--- config.mk ---
export PLATFORM = sky130hd
export DESIGN_NAME = dmx_rx
export DESIGN_NICKNAME = d
export VERILOG_FILES = /design/src/rtl/dmx_rx.sv
export SDC_FILE = /design/constraint.sdc
export NUM_CORES = 1
export LEC_CHECK = 0
export ABC_CLOCK_PERIOD_IN_PS = 5700
export CORE_MARGIN = 2
export CORE_UTILIZATION = 30
export CTS_CLUSTER_SIZE = 24
export DETAILED_ROUTE_END_ITERATION = 8
export PLACE_DENSITY = 0.48
export SYNTH_ARGS = -nofsm -noshare
export SYNTH_HDL_FRONTEND = slang
export SYNTH_SLANG_ARGS = --single-unit
export TNS_END_PERCENT = 20
--- constraint.sdc ---
create_clock -name dmxclk -period 5.7 [get_ports dmxclk]
set_input_delay 0.855 -clock dmxclk [delete_from_list [all_inputs] [get_ports dmxclk]]
set_output_delay 0.855 -clock dmxclk [all_outputs]
set_load 0.02 [all_outputs]
--- src/rtl/dmx_rx.sv ---
// dmx_rx: DMX512 receiver.
// The line is synchronised and oversampled. A break and a mark-after-break
// arm the receiver. Each 8N2 slot is then deserialised at its bit centres.
// The start code and the channel bytes leave as single-cycle strobes.
module dmx_rx #(
    parameter int unsigned OVERSAMPLE     = 16,
    parameter int unsigned BREAK_MIN_BITS = 22,
    parameter int unsigned MAB_MIN_BITS   = 2,
    parameter logic [7:0]  START_CODE     = 8'h00
) (
    input  logic       dmxclk,
    input  logic       rst_n,
    input  logic       rx,
    output logic [7:0] start_code,
    output logic       start_valid,
    output logic [8:0] chan_addr,
    output logic [7:0] chan_data,
    output logic       chan_valid,
    output logic       frame_done,
    output logic [9:0] slot_count,
    output logic       framing_err,
    output logic       receiving
);

    localparam int unsigned BRK_CYC = BREAK_MIN_BITS * OVERSAMPLE;
    localparam int unsigned MAB_CYC = MAB_MIN_BITS * OVERSAMPLE;
    localparam int unsigned CW      = $clog2(BRK_CYC + 1);

    localparam logic [CW-1:0] CNT_ONE   = CW'(1);
    localparam logic [CW-1:0] CNT_MAX   = {CW{1'b1}};
    localparam logic [CW-1:0] BRK_LAST  = CW'(BRK_CYC - 1);
    localparam logic [CW-1:0] BRK_SAT   = CW'(BRK_CYC);
    // BREAK consumes the first high cycle, so MAB needs one cycle fewer.
    localparam logic [CW-1:0] MAB_LAST  = CW'(MAB_CYC - 1);
    localparam logic [CW-1:0] HALF_LAST = CW'(OVERSAMPLE / 2 - 1);
    localparam logic [CW-1:0] BIT_LAST  = CW'(OVERSAMPLE - 1);
    localparam logic [9:0]    LAST_SLOT = 10'd512;

    typedef enum logic [2:0] {
        S_WAIT_BREAK,
        S_BREAK,
        S_MAB,
        S_START,
        S_DATA,
        S_STOP,
        S_MARK
    } state_t;

    logic          sync1_q, rxs_q;
    state_t        state_q, state_d;
    logic [CW-1:0] cnt_q, cnt_d;
    logic [CW-1:0] low_cnt_q, low_cnt_d;
    logic [2:0]    bit_q, bit_d;
    logic [7:0]    byte_q, byte_d;
    logic [9:0]    slot_q, slot_d;
    logic [7:0]    start_code_q, start_code_d;
    logic          start_valid_q, start_valid_d;
    logic [8:0]    chan_addr_q, chan_addr_d;
    logic [7:0]    chan_data_q, chan_data_d;
    logic          chan_valid_q, chan_valid_d;
    logic          frame_done_q, frame_done_d;
    logic [9:0]    slot_count_q, slot_count_d;
    logic          framing_err_q, framing_err_d;
    logic          receiving_q, receiving_d;
    logic [9:0]    chans_s;
    logic          brk_hit_s;

    // Channels completed so far: every finished slot except the start code.
    assign chans_s   = (slot_q == 10'd0) ? 10'd0 : (slot_q - 10'd1);
    // Fires once, on the cycle the low run reaches break length.
    assign brk_hit_s = !rxs_q && (low_cnt_q == BRK_LAST);

    // Two-flop synchroniser for the asynchronous line; idles at mark.
    always_ff @(posedge dmxclk or negedge rst_n) begin
        if (!rst_n) begin
            sync1_q <= 1'b1;
            rxs_q   <= 1'b1;
        end else begin
            sync1_q <= rx;
            rxs_q   <= sync1_q;
        end
    end

    // State, counters, datapath and registered outputs.
    always_ff @(posedge dmxclk or negedge rst_n) begin
        if (!rst_n) begin
            state_q       <= S_WAIT_BREAK;
            cnt_q         <= '0;
            low_cnt_q     <= '0;
            bit_q         <= 3'd0;
            byte_q        <= 8'h00;
            slot_q        <= 10'd0;
            start_code_q  <= 8'h00;
            start_valid_q <= 1'b0;
            chan_addr_q   <= 9'd0;
            chan_data_q   <= 8'h00;
            chan_valid_q  <= 1'b0;
            frame_done_q  <= 1'b0;
            slot_count_q  <= 10'd0;
            framing_err_q <= 1'b0;
            receiving_q   <= 1'b0;
        end else begin
            state_q       <= state_d;
            cnt_q         <= cnt_d;
            low_cnt_q     <= low_cnt_d;
            bit_q         <= bit_d;
            byte_q        <= byte_d;
            slot_q        <= slot_d;
            start_code_q  <= start_code_d;
            start_valid_q <= start_valid_d;
            chan_addr_q   <= chan_addr_d;
            chan_data_q   <= chan_data_d;
            chan_valid_q  <= chan_valid_d;
            frame_done_q  <= frame_done_d;
            slot_count_q  <= slot_count_d;
            framing_err_q <= framing_err_d;
            receiving_q   <= receiving_d;
        end
    end

    // Break detector plus slot FSM; a detected break overrides every state.
    always_comb begin
        state_d       = state_q;
        cnt_d         = cnt_q;
        bit_d         = bit_q;
        byte_d        = byte_q;
        slot_d        = slot_q;
        start_code_d  = start_code_q;
        start_valid_d = 1'b0;
        chan_addr_d   = chan_addr_q;
        chan_data_d   = chan_data_q;
        chan_valid_d  = 1'b0;
        frame_done_d  = 1'b0;
        slot_count_d  = slot_count_q;
        framing_err_d = 1'b0;
        receiving_d   = receiving_q;

        if (rxs_q) begin
            low_cnt_d = '0;
        end else if (low_cnt_q == BRK_SAT) begin
            low_cnt_d = low_cnt_q;
        end else begin
            low_cnt_d = low_cnt_q + CNT_ONE;
        end

        if (brk_hit_s) begin
            state_d = S_BREAK;
            cnt_d   = '0;
            if (receiving_q) begin
                frame_done_d = 1'b1;
                slot_count_d = chans_s;
                receiving_d  = 1'b0;
            end else begin
                receiving_d  = 1'b0;
            end
        end else begin
            case (state_q)
                S_WAIT_BREAK: begin
                    state_d = S_WAIT_BREAK;
                end
                S_BREAK: begin
                    if (rxs_q) begin
                        state_d = S_MAB;
                        cnt_d   = '0;
                    end else begin
                        state_d = S_BREAK;
                    end
                end
                S_MAB: begin
                    if (rxs_q) begin
                        cnt_d = (cnt_q == CNT_MAX) ? cnt_q : (cnt_q + CNT_ONE);
                    end else if (cnt_q >= MAB_LAST) begin
                        receiving_d = 1'b1;
                        slot_d      = 10'd0;
                        cnt_d       = '0;
                        state_d     = S_START;
                    end else begin
                        state_d     = S_WAIT_BREAK;
                    end
                end
                S_START: begin
                    if (cnt_q == HALF_LAST) begin
                        cnt_d   = '0;
                        bit_d   = 3'd0;
                        // A high at the start-bit centre was a glitch.
                        state_d = rxs_q ? S_MARK : S_DATA;
                    end else begin
                        cnt_d   = cnt_q + CNT_ONE;
                    end
                end
                S_DATA: begin
                    if (cnt_q == BIT_LAST) begin
                        cnt_d  = '0;
                        byte_d = {rxs_q, byte_q[7:1]};
                        if (bit_q == 3'd7) begin
                            state_d = S_STOP;
                        end else begin
                            bit_d   = bit_q + 3'd1;
                        end
                    end else begin
                        cnt_d = cnt_q + CNT_ONE;
                    end
                end
                S_STOP: begin
                    if (cnt_q != BIT_LAST) begin
                        cnt_d = cnt_q + CNT_ONE;
                    end else if (!rxs_q) begin
                        cnt_d         = '0;
                        framing_err_d = 1'b1;
                        frame_done_d  = 1'b1;
                        slot_count_d  = chans_s;
                        receiving_d   = 1'b0;
                        state_d       = S_WAIT_BREAK;
                    end else begin
                        cnt_d = '0;
                        if (slot_q == 10'd0) begin
                            start_code_d  = byte_q;
                            start_valid_d = 1'b1;
                        end else if (start_code_q == START_CODE) begin
                            chan_addr_d  = slot_q[8:0] - 9'd1;
                            chan_data_d  = byte_q;
                            chan_valid_d = 1'b1;
                        end else begin
                            chan_valid_d = 1'b0;
                        end
                        if (slot_q == LAST_SLOT) begin
                            frame_done_d = 1'b1;
                            slot_count_d = LAST_SLOT;
                            receiving_d  = 1'b0;
                            state_d      = S_WAIT_BREAK;
                        end else begin
                            slot_d  = slot_q + 10'd1;
                            state_d = S_MARK;
                        end
                    end
                end
                S_MARK: begin
                    if (!rxs_q) begin
                        cnt_d   = '0;
                        state_d = S_START;
                    end else begin
                        state_d = S_MARK;
                    end
                end
                default: begin
                    state_d     = S_WAIT_BREAK;
                    receiving_d = 1'b0;
                end
            endcase
        end
    end

    assign start_code  = start_code_q;
    assign start_valid = start_valid_q;
    assign chan_addr   = chan_addr_q;
    assign chan_data   = chan_data_q;
    assign chan_valid  = chan_valid_q;
    assign frame_done  = frame_done_q;
    assign slot_count  = slot_count_q;
    assign framing_err = framing_err_q;
    assign receiving   = receiving_q;

endmodule
==> images/m3.png <==
(2 px per micron)
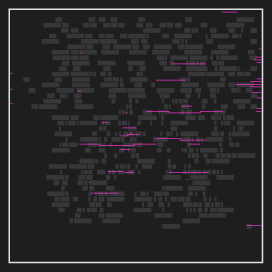
The longest straight run is 19.8 microns. 30 nets have wire on it. The layer holds 2.7% of the routed length. The layer carries 279 microns of wire.

==> images/placed.png <==
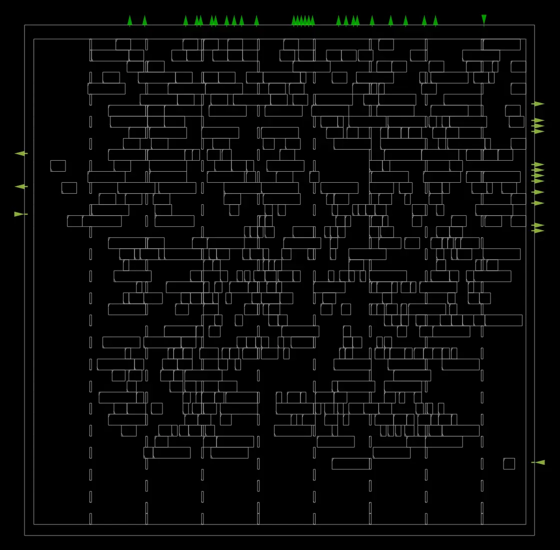
# fillers: 1,479
num sequential: 84
Final Instance Count excl. Fillers: 641
Finished Core Util: 0.365

==> images/class_map.png <==
(4 px per micron)
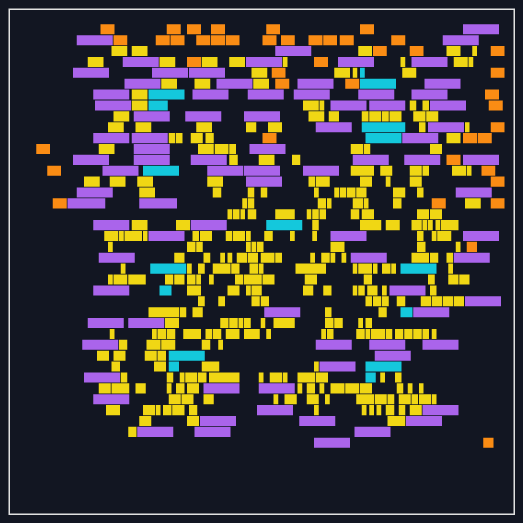
Key: remaining logic cells = yellow [cells 314, share of their area 44%]; clock drivers and dummy loads = cyan [cells 16, share of their area 6.0%]; remaining buffers and delay cells = orange [cells 43, share of their area 8.4%]; registers = purple [cells 84, share of their area 41%]

==> images/sizing.png <==
(3 px per micron)
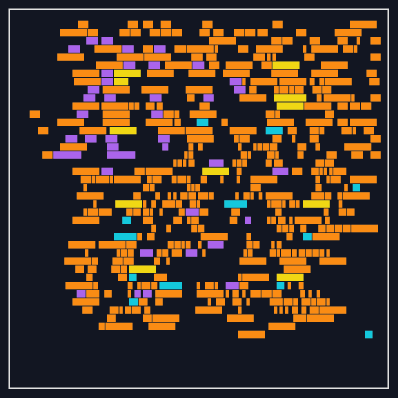
Key: x6 and larger = yellow [cells 11]; x3 and x4 = cyan [cells 12]; x2 = purple [cells 39]; x1 and smaller = orange [cells 395]

==> flow_metrics.tcl <==
# flow metrics
set metrics [dict create \
    ys.flops 84 \
    fp_util 0.307 \
    dieWidth_microns 126 \
    cap_viol_max_count 0 \
    synth_seq_share 0.472 \
    r2r_cells 5 \
    cts_made_buffers 9 \
    fin_crit_sh 0.527 \
    cts-resized-gates 0 \
    synthArstFlopShare 1.00 \
    clk_path_buf_depth 2 \
    use_met3 0.0255 \
    clock_sinks 84 \
    hold_buffers 0 \
    grt_util_met2 0.215 \
    yosysChipArea_sq_um 4460 \
    vias_per_cell 5.25 \
    crit_path_max_incr_delay_ns 0.94 \
    hold_path_class "register to register" \
    ant_nets 0 \
    place_congestion 0.846 \
    vdd_drop_max_v 0.000136 \
    whs_ns 0.359 \
    ys_cells 420 \
    chipArea_sq_um 15800 \
    ys_types 73 \
    placed_area_sq_um 5000 \
    slowest_stage "dfstp_2" \
    drive_gt1_frac 0.136 \
    synth.avg_cell_area_sq_um 10.6 \
    path_max_fanout 32 \
    coreArea_sq_um 14500 \
    p_seq_frac 0.492 \
    syn_area_sq_um 4460 \
    startpoint "rxs_q" \
    routed-wl-met3_microns 279 \
    dpl_worst_slack_ns 2.65 \
    mostFrequentLayoutCells "dfrtp_1, clkdlybuf4s50_1, nor2_1" \
    ys_sh_adder 0.0253 \
    dp_hpwl_microns 7300 \
    dr_wl_met2_microns 4940 \
    drv_slew 0 \
    fmax_ghz 0.333 \
    path_clk_slew_ns 0.06 \
    worst_setup_path_end_kind "register" \
    syn_inst 420 \
    syn_to_final_growth_pct 19.2 \
    cts_htree_levels 3 \
    crit_path_start_kind "register" \
    rrSetupSlack_ns 2.70 \
    mux_share 0.108 \
    status "finished clean" \
    worstSetupPathDepth 5 \
    top_cell "dfrtp_1" \
    buffers 43 \
    grt_pass1_vias 3384 \
    path_delay_family "multiplexers" \
    vias 3364 \
    grt_pass1_wl_microns 17600 \
    powerSeq_w 0.000605 \
    post_cts_buffers 0 \
    num_rows 44 \
    n_antenna_cell 0 \
    busiest_layer "met2" \
    final_net_count 464 \
]
